==> run_1/m1.png <==
The bar under the picture is 50 µm long.
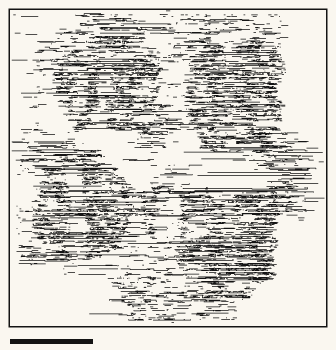
==> run_1/m2.png <==
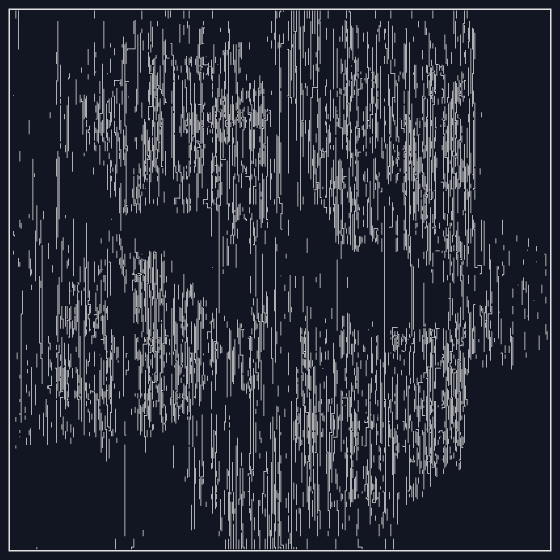
==> run_1/m3.png <==
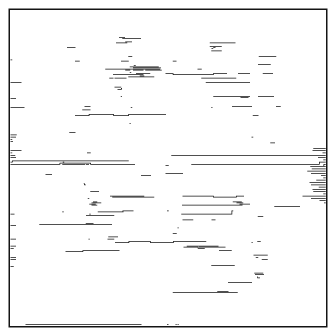
<file path="config.mk">
export PLATFORM = sky130hd
export DESIGN_NAME = llr_fg_array
export DESIGN_NICKNAME = d
export VERILOG_FILES = /design/src/rtl/llr_pkg.sv /design/src/rtl/llr_fg_lane.sv /design/src/rtl/llr_fg_array.sv
export SDC_FILE = /design/constraint.sdc
export NUM_CORES = 1
export LEC_CHECK = 0
export CAP_MARGIN = 30
export CORE_UTILIZATION = 35
export DETAILED_ROUTE_END_ITERATION = 6
export SLEW_MARGIN = 15
export SYNTH_ARGS = -nofsm -noshare
export SYNTH_HDL_FRONTEND = slang
export SYNTH_SLANG_ARGS = --single-unit
</file>
<file path="constraint.sdc">
create_clock -name clk -period 7.4 [get_ports clk]
set_input_delay 1.85 -clock clk [delete_from_list [all_inputs] [get_ports clk]]
set_output_delay 1.85 -clock clk [all_outputs]
set_load 0.01 [all_outputs]
</file>
<file path="src/rtl/llr_pkg.sv">
// llr_pkg: shared mode encoding and saturation limit for the f/g LLR datapath
package llr_pkg;
   // Beat operation: f is the min-sum check update, g the partial-sum-driven combine
   typedef enum logic {LLR_F = 1'b0, LLR_G = 1'b1} llr_mode_e;
   // Largest magnitude kept after saturation; the range is symmetric so -max is never produced
   function automatic int sat_lim(input int w);
      return (1 << (w - 1)) - 1;
   endfunction
endpackage

</file>
<file path="src/rtl/llr_fg_lane.sv">
// llr_fg_lane: one combinational f/g lane with symmetric saturation
//   mode : LLR_F or LLR_G for this beat
//   a, b : signed W-bit LLRs
//   us   : partial-sum bit (g mode only)
//   y    : saturated signed W-bit result
//   sat  : result was clipped
module llr_fg_lane
   import llr_pkg::*;
#(
   parameter int W       = 8,
   parameter int G_HALVE = 1
) (
   input  llr_mode_e    mode,
   input  logic [W-1:0] a,
   input  logic [W-1:0] b,
   input  logic         us,
   output logic [W-1:0] y,
   output logic         sat
);
   localparam logic signed [W+1:0] LIM  = (W+2)'(sat_lim(W));
   localparam logic signed [W+1:0] NLIM = -LIM;
   logic signed [W+1:0] ae, be, s, sh, h, g, me, f, r;
   logic [W:0] ma, mb, m;
   logic hi, lo;
   always_comb begin
      ae = {{2{a[W-1]}}, a};
      be = {{2{b[W-1]}}, b};
      // W+2 bits hold b +/- a for every input, including negating the most negative a
      s  = be + (us ? -ae : ae);
      sh = s >>> 1;
      // floor shift already rounds odd negatives away from zero; odd positives need +1
      h  = sh + {{(W+1){1'b0}}, ~s[W+1] & s[0]};
      g  = (G_HALVE != 0) ? h : s;
      // W+1 bit magnitudes so |-2^(W-1)| is representable
      ma = a[W-1] ? -{a[W-1], a} : {a[W-1], a};
      mb = b[W-1] ? -{b[W-1], b} : {b[W-1], b};
      m  = (ma < mb) ? ma : mb;
      me = {1'b0, m};
      f  = (a[W-1] ^ b[W-1]) ? -me : me;
      r  = (mode == LLR_G) ? g : f;
      hi = r > LIM;
      lo = r < NLIM;
      y  = hi ? LIM[W-1:0] : lo ? NLIM[W-1:0] : r[W-1:0];
      sat = hi | lo;
   end
endmodule

</file>
<file path="src/rtl/llr_fg_array.sv">
// llr_fg_array: LANES-wide f/g LLR unit, 2-stage valid/ready pipeline with frame tracking
//   clk, rst                    : clock, asynchronous active-high reset
//   in_valid/in_ready           : input handshake
//   in_mode                     : 0=f, 1=g, taken from the first beat of each frame
//   in_a, in_b, in_us, in_last  : lane-packed LLRs, partial sums, end-of-frame marker
//   out_valid/out_ready         : output handshake
//   out_llr, out_sat, out_last  : lane-packed results, per-lane clip flags, end-of-frame marker
//   frame_err, err_clr          : sticky framing error and its clear
module llr_fg_array
   import llr_pkg::*;
#(
   parameter int DATA_WIDTH  = 8,
   parameter int LANES       = 4,
   parameter int FRAME_BEATS = 8,
   parameter int G_HALVE     = 1
) (
   input  logic                        clk,
   input  logic                        rst,
   input  logic                        in_valid,
   output logic                        in_ready,
   input  logic                        in_mode,
   input  logic [LANES*DATA_WIDTH-1:0] in_a,
   input  logic [LANES*DATA_WIDTH-1:0] in_b,
   input  logic [LANES-1:0]            in_us,
   input  logic                        in_last,
   output logic                        out_valid,
   input  logic                        out_ready,
   output logic [LANES*DATA_WIDTH-1:0] out_llr,
   output logic [LANES-1:0]            out_sat,
   output logic                        out_last,
   output logic                        frame_err,
   input  logic                        err_clr
);
   localparam int W  = DATA_WIDTH;
   localparam int CW = (FRAME_BEATS > 1) ? $clog2(FRAME_BEATS) : 1;
   localparam logic [CW-1:0] CNT_LAST = CW'(FRAME_BEATS - 1);

   logic                 s1_valid;
   llr_mode_e            s1_mode;
   logic [LANES*W-1:0]   s1_a, s1_b;
   logic [LANES-1:0]     s1_us;
   logic                 s1_last;
   logic [CW-1:0]        cnt;
   llr_mode_e            mode_q;
   logic [LANES*W-1:0]   lane_llr;
   logic [LANES-1:0]     lane_sat;
   logic                 s2_adv, accept, at_end, bad;
   llr_mode_e            beat_mode;

   // the output register moves whenever it is empty or being drained
   assign s2_adv    = !out_valid || out_ready;
   assign in_ready  = !s1_valid || s2_adv;
   assign accept    = in_valid && in_ready;
   assign at_end    = cnt == CNT_LAST;
   // first beat of a frame supplies the mode; later beats reuse the latched one
   assign beat_mode = (cnt == '0) ? llr_mode_e'(in_mode) : mode_q;
   assign bad       = accept && (in_last != at_end);

   for (genvar i = 0; i < LANES; i++) begin : g_lane
      llr_fg_lane #(.W(W), .G_HALVE(G_HALVE)) u_lane (
         .mode (s1_mode),
         .a    (s1_a[i*W +: W]),
         .b    (s1_b[i*W +: W]),
         .us   (s1_us[i]),
         .y    (lane_llr[i*W +: W]),
         .sat  (lane_sat[i])
      );
   end

   always_ff @(posedge clk or posedge rst) begin
      if (rst) begin
         s1_valid  <= 1'b0;
         s1_mode   <= LLR_F;
         s1_a      <= '0;
         s1_b      <= '0;
         s1_us     <= '0;
         s1_last   <= 1'b0;
         out_valid <= 1'b0;
         out_llr   <= '0;
         out_sat   <= '0;
         out_last  <= 1'b0;
         cnt       <= '0;
         mode_q    <= LLR_F;
         frame_err <= 1'b0;
      end else begin
         if (s2_adv) begin
            out_valid <= s1_valid;
            if (s1_valid) begin
               out_llr  <= lane_llr;
               out_sat  <= lane_sat;
               out_last <= s1_last;
            end
         end
         if (in_ready) s1_valid <= in_valid;
         if (accept) begin
            s1_a    <= in_a;
            s1_b    <= in_b;
            s1_us   <= in_us;
            s1_last <= in_last;
            s1_mode <= beat_mode;
            mode_q  <= beat_mode;
            cnt     <= (in_last || at_end) ? '0 : cnt + 1'b1;
         end
         // a new error in the same cycle as err_clr keeps the flag set
         frame_err <= bad ? 1'b1 : err_clr ? 1'b0 : frame_err;
      end
   end
endmodule

</file>
==> job_summary.md, run 1 <==
## Implementation flow summary

| Metric | Value |
|---|---|
| Cts bufs inserted | 17 |
| N_taps | 455 |
| Highest cell delay on the worst timing path | 720 ps |
| YS chip area | 12300 µm² |
| CP Data Arrival Time | 6420 ps |
| Tool warnings | 31 |
| Syn-to-layout area delta | 17.6% |
| Buffer share of cell area | 8.28% |
| Latency at later pin | 450 ps |
| Die x size | 189 µm |
| Reg2reg end | out_llr[28]$_DFFE_PP0P_ |
| Initial antenna violation count | 0 |
| Synth Seq Share | 23.0% |
| Final period util | 83.1% |
| Clock-cell share | 4.68% |
| Core Box Area | 34500 µm² |
| Hold_buf cts | 0 |
| Top Layer Used | met4 |
| R2R Setup Slk | 1250 ps |
| Total Neg Setup Slack | 0 ps |
| CP endpoint | out_llr[28]$_DFFE_PP0P_ |
| Xor/xnor share | 9.62% |
| Filler cell count | 3533 |
| Routing usage on met2 | 31.8% |
| Vias per inst | 5.71 |
| Grt met1 use | 25.1% |
| Distinct lib cells | 83 |
| Worst hold path type | reg2reg |
| CP Launch Type | flip-flop |
| Initial DRT Pass Iterations | 5 |
| Top class by area | combinational gates |
| FP Core Util | 35.6% |
| Slew @ Worst Pin | 892 ps |
| Achievable Freq | 0.163 GHz |
| Outcome | complete, no violations |
| Grt ovf | 0 |
| Top cells excl fill/tap | clkdlybuf4s50_1 (114), dfrtp_1 (112), nor2_1 (111) |
| FF-to-FF path depth | 19 |
| Critical path's most frequent cell | ha_1 |
| Clock Buffer Count | 19 |
| Flops out of synthesis | 113 |
| CTS tree | yes |
| Ys flop type | dfrtp_1 |
| DRC | 0 |
| Comb area leader | AND-OR/OR-AND gates |
| Hold Worst Slack | 471 ps |
| Adder share | 11.2% |
| Final min period | 6150 ps |
| Root Buffer | clkbuf_16 |
| Logic cell area | 8930 µm² |
| Gpl congestion | 0.907 |
| Pwr Total | 0.00511 W |
| Max-cap violations | 0 |
| M1 WL | 15.9 mm |
| EDFF count, synth | 0 |
| Wire length per cell | 17.1 µm |
| Via count | 11600 |
| CP Capture Type | flip-flop |
| Final setup viols | 0 |
| Fraction of area in registers | 19.6% |
| Buf/Inv on CP | 1 |
| Synthesized area | 12300 µm² |
| First-pass GRT wire length | 56.0 mm |
| Logic share of the area | 61.8% |
| Clock skew | 11.5 ps |
About m1.png:
longest straight run = 70.4 µm
nets with wire on the layer = 1604
main direction = horizontal

About m2.png:
longest straight run = 67.8 µm
wire length on this layer = 16300 µm

About m3.png:
nets with wire on the layer = 129
longest straight run = 92.2 µm
main direction = horizontal
wire length on this layer = 1640 µm

## run 1: cell usage after synthesis (all sizes together) (7+ instances only)
library cell  count  share of area, %
mux2i            25               2.0
a211oi           26               1.6
clkbuf           72               2.2
nor3b             9              0.55
xor2             49               3.5
inv              68               2.1
mux2             76               7.0
nor2            111               3.4
or2              15              0.76
a21boi           13              0.79
a41oi             9              0.64
nand2           100               3.1
buf               7              0.23
xnor2            86               6.1
o21ai            91               3.7
nand3            35               1.4
nand2b           26               1.3
or4               9              0.55
a21oi            86               3.5
or3              19              0.97
a31oi            16              0.81
dfrtp           113                23
nor2b            22               1.1
and2             12              0.61
o211ai           23               1.4
and3             11              0.56
nand4            18              0.92
o31ai            20               1.2
a21o             18               1.1
o22ai            10              0.51
ha              104                11
o21a             11              0.67
nor4             21               1.1
nor3             43               1.8
## run 1: power by group
part,total [W],switching [W],internal (W)
Combinational,0.00313,0.00177,0.00136
Sequential,0.00101,0.000231,0.000779
Clock,0.000974,0.000334,0.000640
Total,0.00511,0.00233,0.00278
## run 1: worst min path at each step
stage,cells past startpoint,slack [ps],end
after floorplan,2,440,out_last$_DFFE_PP0P_
after global placement,2,450,out_last$_DFFE_PP0P_
after detailed placement,2,460,out_last$_DFFE_PP0P_
after CTS,2,470,out_last$_DFFE_PP0P_
after global routing,2,500,out_llr[23]$_DFFE_PP0P_
final,2,470,out_last$_DFFE_PP0P_
## run 1: registers in the layout (all words and copies together), names as in the netlist
signal and count:
mode_q 1, s1_us 4, frame_err 1, out_llr 32, s1_last 1, out_sat 4
s1_valid 1, s1_b 32, out_last 1, s1_a 32, out_valid 1, cnt 3
## run 1: through the flow
stage               util (%)  setup WS [ps]
floorplan                  -           2030
global placement        39.8           1530
detailed placement      39.9           1370
CTS                     41.8           1350
global route            41.9            787
finish                  41.9           1250
==> run_1/congestion_map.png <==
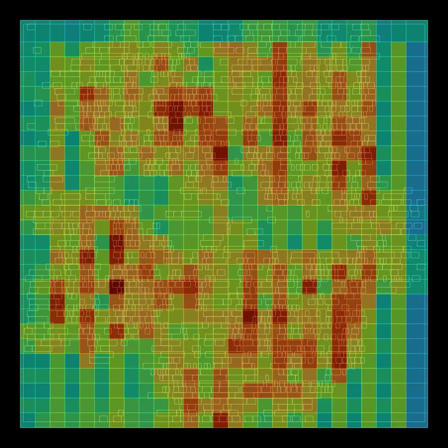

==> inputs of run 2 (changes only) <==
==> constraint.sdc (replaced) <==
create_clock -name clk -period 6 [get_ports clk]
set_input_delay 1.5 -clock clk [delete_from_list [all_inputs] [get_ports clk]]
set_output_delay 1.5 -clock clk [all_outputs]
set_load 0.01 [all_outputs]
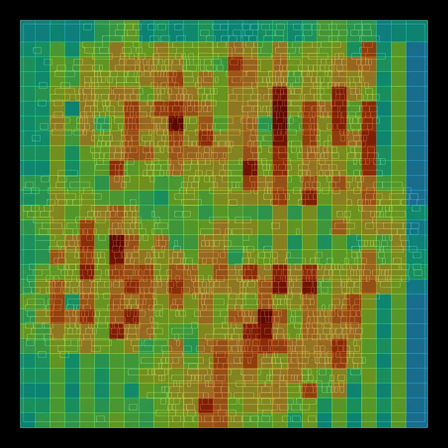
(run_2/congestion_map.png)
post-route core utilization: 41.9%
grt met1 use: 25.4%
routing usage on met2: 32.8%
met3 Usage GRT: 3.30%

==> job_summary.md, run 2 <==
## Implementation flow summary

| Metric | Value |
|---|---|
| Outcome | complete, no violations |
| Final period util | 92.6% (+9.5 points) |
| Distinct lib cells | 83 (unchanged) |
| Largest area contributor in the netlist | dfrtp_1 |
| Grt ovf | 0 (unchanged) |
| Final setup viols | 0 (unchanged) |
| CP Launch Type | flip-flop |
| Wire length per cell | 17.1 µm (about the same) |
| Top flop regs | out_llr x32, s1_a x32, s1_b x32 |
| Final setup margin | 443 ps (-806 ps) |
| Combinational group share of total power | 63.5% (+2.3 points) |
| Most common cell in the netlist | dfrtp_1 |
| M1 WL | 16.1 mm (+1.4%) |
| Final min period | 5560 ps (-594 ps) |
| Root Buffer | clkbuf_16 |
| Initial DRT Pass Iterations | 5 (unchanged) |
| Most instantiated cells after synthesis | dfrtp_1 (113), nor2_1 (111), ha_1 (104) |
| CTS tree | yes |
| Cts bufs inserted | 17 (unchanged) |
| Post-synth area hogs | dfrtp_1 (23%), ha_1 (11%), mux2_2 (7.0%) |
| Critical path's most frequent cell | ha_1 |
| Ys flop type | dfrtp_1 |
| Tool warnings | 31 (unchanged) |
| Syn-to-layout area delta | 17.7% (about the same) |
| CP Capture Type | flip-flop |
| First-pass GRT wire length | 56.9 mm (+1.7%) |
| Comb area leader | AND-OR/OR-AND gates |
| Top cells excl fill/tap | clkdlybuf4s50_1 (114), dfrtp_1 (112), nor2_1 (111) |
| Max-area cell share | 23.0% (unchanged) |
| Top Layer Used | met4 |
| Synthesized area | 12300 µm² (unchanged) |
| Hold_buf cts | 0 (unchanged) |
| Hold Worst Slack | 465 ps (-6.67 ps) |
| Latency at later pin | 440 ps (about the same) |
| Switching power | 0.00288 W (+23%) |
| Pwr Total | 0.00618 W (+21%) |
| Achievable Freq | 0.180 GHz (+11%) |
| DRC | 0 (unchanged) |
| Post-place setup slack | 270 ps (-1100 ps) |
| Max-cap violations | 0 (unchanged) |
| Worst hold path type | reg2reg |
| Total Neg Setup Slack | 0 ps (unchanged) |
| Clock skew | 10.8 ps (-0.636 ps) |
run 2: final timing paths:
check	startpoint	to	slack [ps]	depth (start not counted)
max	s1_a[25]$_DFFE_PP0P_	out_llr[30]$_DFFE_PP0P_	440	23
min	s1_last$_DFFE_PP0P_	out_last$_DFFE_PP0P_	460	2
max reg2reg	s1_a[25]$_DFFE_PP0P_	out_llr[30]$_DFFE_PP0P_	440	23
min reg2reg	s1_last$_DFFE_PP0P_	out_last$_DFFE_PP0P_	460	2
max in group asynchronous	rst	s1_a[5]$_DFFE_PP0P_	3490	3
min in group asynchronous	rst	out_llr[3]$_DFFE_PP0P_	1550	2
run 2: critical path, delay by kind of cell (launching register included):
kind	cells	cell delay [ps]
XOR/XNOR	2	250
AND-OR/OR-AND	5	1180
adder cells (fa/ha/maj)	3	680
AND/OR/NAND/NOR	11	2660
buffers and inverters	2	270
flip-flops	1	420
run 2: power groups by stage:
stage | Sequential [W] | Clock [W] | Combinational (W)
after floorplan | 0.00115 | 0 | 0.00282
after global placement | 0.00124 | 0 | 0.00380
after detailed placement | 0.00125 | 0 | 0.00387
after CTS | 0.00123 | 0.00106 | 0.00389
after global routing | 0.00127 | 0.00108 | 0.00435
final | 0.00123 | 0.00102 | 0.00392
run 2: final cells by class:
class | instances | area [µm²]
inverters | 68 | 258
repair buffers | 133 | 1280
multi-input cells | 1238 | 8950
well taps | 455 | 569
fillers | 3482 | 20100
flip-flops and latches | 113 | 2830
clock buffers | 21 | 460
clock inverters | 11 | 113
run 2: logic make-up after synthesis:
| kind of cell | Yosys count |
|---|---|
| AND/OR/NAND/NOR | 474 |
| AND-OR/OR-AND | 416 |
| buffers and inverters | 147 |
| XOR/XNOR | 135 |
| flip-flops | 113 |
| adder cells (fa/ha/maj) | 108 |
| multiplexers | 101 |
| other | 1 |
==> inputs of run 3 (changes only) <==
--- a/config.mk
+++ b/config.mk
@@ -7,6 +7,7 @@
 export LEC_CHECK = 0
 export CAP_MARGIN = 30
 export CORE_UTILIZATION = 35
+export CTS_CLUSTER_SIZE = 40
 export DETAILED_ROUTE_END_ITERATION = 6
 export SLEW_MARGIN = 15
 export SYNTH_ARGS = -nofsm -noshare
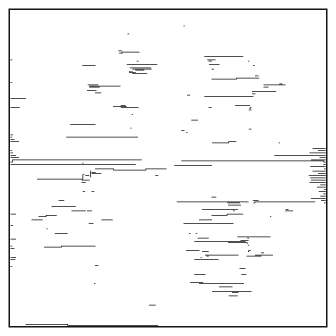
(run_3/m3.png)
longest straight run = 85.3 µm
share of all routed wire = 4.4%

==> job_summary.md, run 3 <==
## Implementation flow summary

| Metric | Value |
|---|---|
| Outcome | complete, no violations |
| Top cells excl fill/tap | clkdlybuf4s50_1 (114), dfrtp_1 (112), nor2_1 (111) |
| Top Layer Used | met4 |
| First-pass GRT wire length | 56.9 mm (unchanged) |
| Filler cell count | 3482 (unchanged) |
| Post-route core utilization | 41.9% (unchanged) |
| CTS tree | yes |
| Combinational group share of total power | 63.5% (about the same) |
| Ys flop type | dfrtp_1 |
| Hold_buf cts | 0 (unchanged) |
| Max-cap violations | 0 (unchanged) |
| Latency at later pin | 440 ps (about the same) |
| Buffer share of cell area | 8.87% (unchanged) |
| Routing usage on met2 | 32.8% (unchanged) |
| Max-area cell share | 23.0% (unchanged) |
| CP Capture Type | flip-flop |
| Clock skew | 10.8 ps (unchanged) |
| Wire length per cell | 17.1 µm (unchanged) |
| Final period util | 92.6% (unchanged) |
| Clock group power | 0.00102 W (about the same) |
| Distinct lib cells | 83 (unchanged) |
| Grt ovf | 0 (unchanged) |
| Final min period | 5560 ps (unchanged) |
| N_taps | 455 (unchanged) |
| Register area | 2830 µm² (unchanged) |
| Worst hold path type | reg2reg |
| Logic cell area | 8950 µm² (unchanged) |
| CP Launch Type | flip-flop |
| Most common cell in the netlist | dfrtp_1 |
| Switching power | 0.00288 W (unchanged) |
| Met3 Usage GRT | 3.30% (unchanged) |
| Cts bufs inserted | 17 (unchanged) |
| Tool warnings | 31 (unchanged) |
| Clock-cell share | 3.96% (unchanged) |
| Largest area contributor in the netlist | dfrtp_1 |
| Logic share of the area | 61.9% (unchanged) |
| Mi-comb count | 1238 (unchanged) |
| Total Neg Setup Slack | 0 ps (unchanged) |
| Flops | 113 (unchanged) |
| Top flop regs | out_llr x32, s1_a x32, s1_b x32 |
| Achievable Freq | 0.180 GHz (unchanged) |
| M1 WL | 16.1 mm (unchanged) |
| Top class by area | combinational gates |
| P_seq | 0.00123 W (about the same) |
run 3: cells by family after synthesis:
family	Yosys count	share of synthesized area, %
multiplexers	101	9.00
flip-flops	113	23.0
other	1	0.0305
adder cells (fa/ha/maj)	108	11.2
buffers and inverters	147	4.51
AND/OR/NAND/NOR	474	19.7
XOR/XNOR	135	9.62
AND-OR/OR-AND	416	22.9
run 3: final timing paths:
path                                      start                      end  slack [ps]  cells after the start
max                        s1_a[25]$_DFFE_PP0P_  out_llr[30]$_DFFE_PP0P_         440                     23
min                         s1_last$_DFFE_PP0P_     out_last$_DFFE_PP0P_         460                      2
max reg2reg                s1_a[25]$_DFFE_PP0P_  out_llr[30]$_DFFE_PP0P_         440                     23
min reg2reg                 s1_last$_DFFE_PP0P_     out_last$_DFFE_PP0P_         460                      2
max in group asynchronous                   rst      s1_a[5]$_DFFE_PP0P_        3490                      3
min in group asynchronous                   rst   out_llr[3]$_DFFE_PP0P_        1550                      2
run 3: worst max-delay path, stage by stage (launching register included):
cell	delay, ps
dfrtp_1	420
inv_1	100
ha_1	280
or3b_4	440
or3_1	360
nand2_1	100
xnor2_1	80
ha_1	230
or4_1	520
o22ai_1	210
o21ai_0	200
xnor2_2	170
nor2b_1	150
ha_1	170
nand2_1	50
nor3_1	260
nand3_1	170
nor3_1	250
buf_4	170
nor2_1	40
o2bb2ai_1	130
a211o_1	330
or2_0	320
a311oi_1	310
run 3: through the flow:
step                      hold WS [ps]  instance area (µm²)  setup WS, ps  power [W]  instances
after detailed placement           454                13900           270    0.00512       2006
after floorplan                    439                12300           626    0.00397       1498
after CTS                          461                14400           234    0.00618       2038
after global placement             452                13900           404    0.00504       2006
after global routing               479                14500          4.68    0.00670       2039
final                              465                14500           443    0.00618       2039
Power figures rest on the tool's default switching activity, not on a simulated workload.
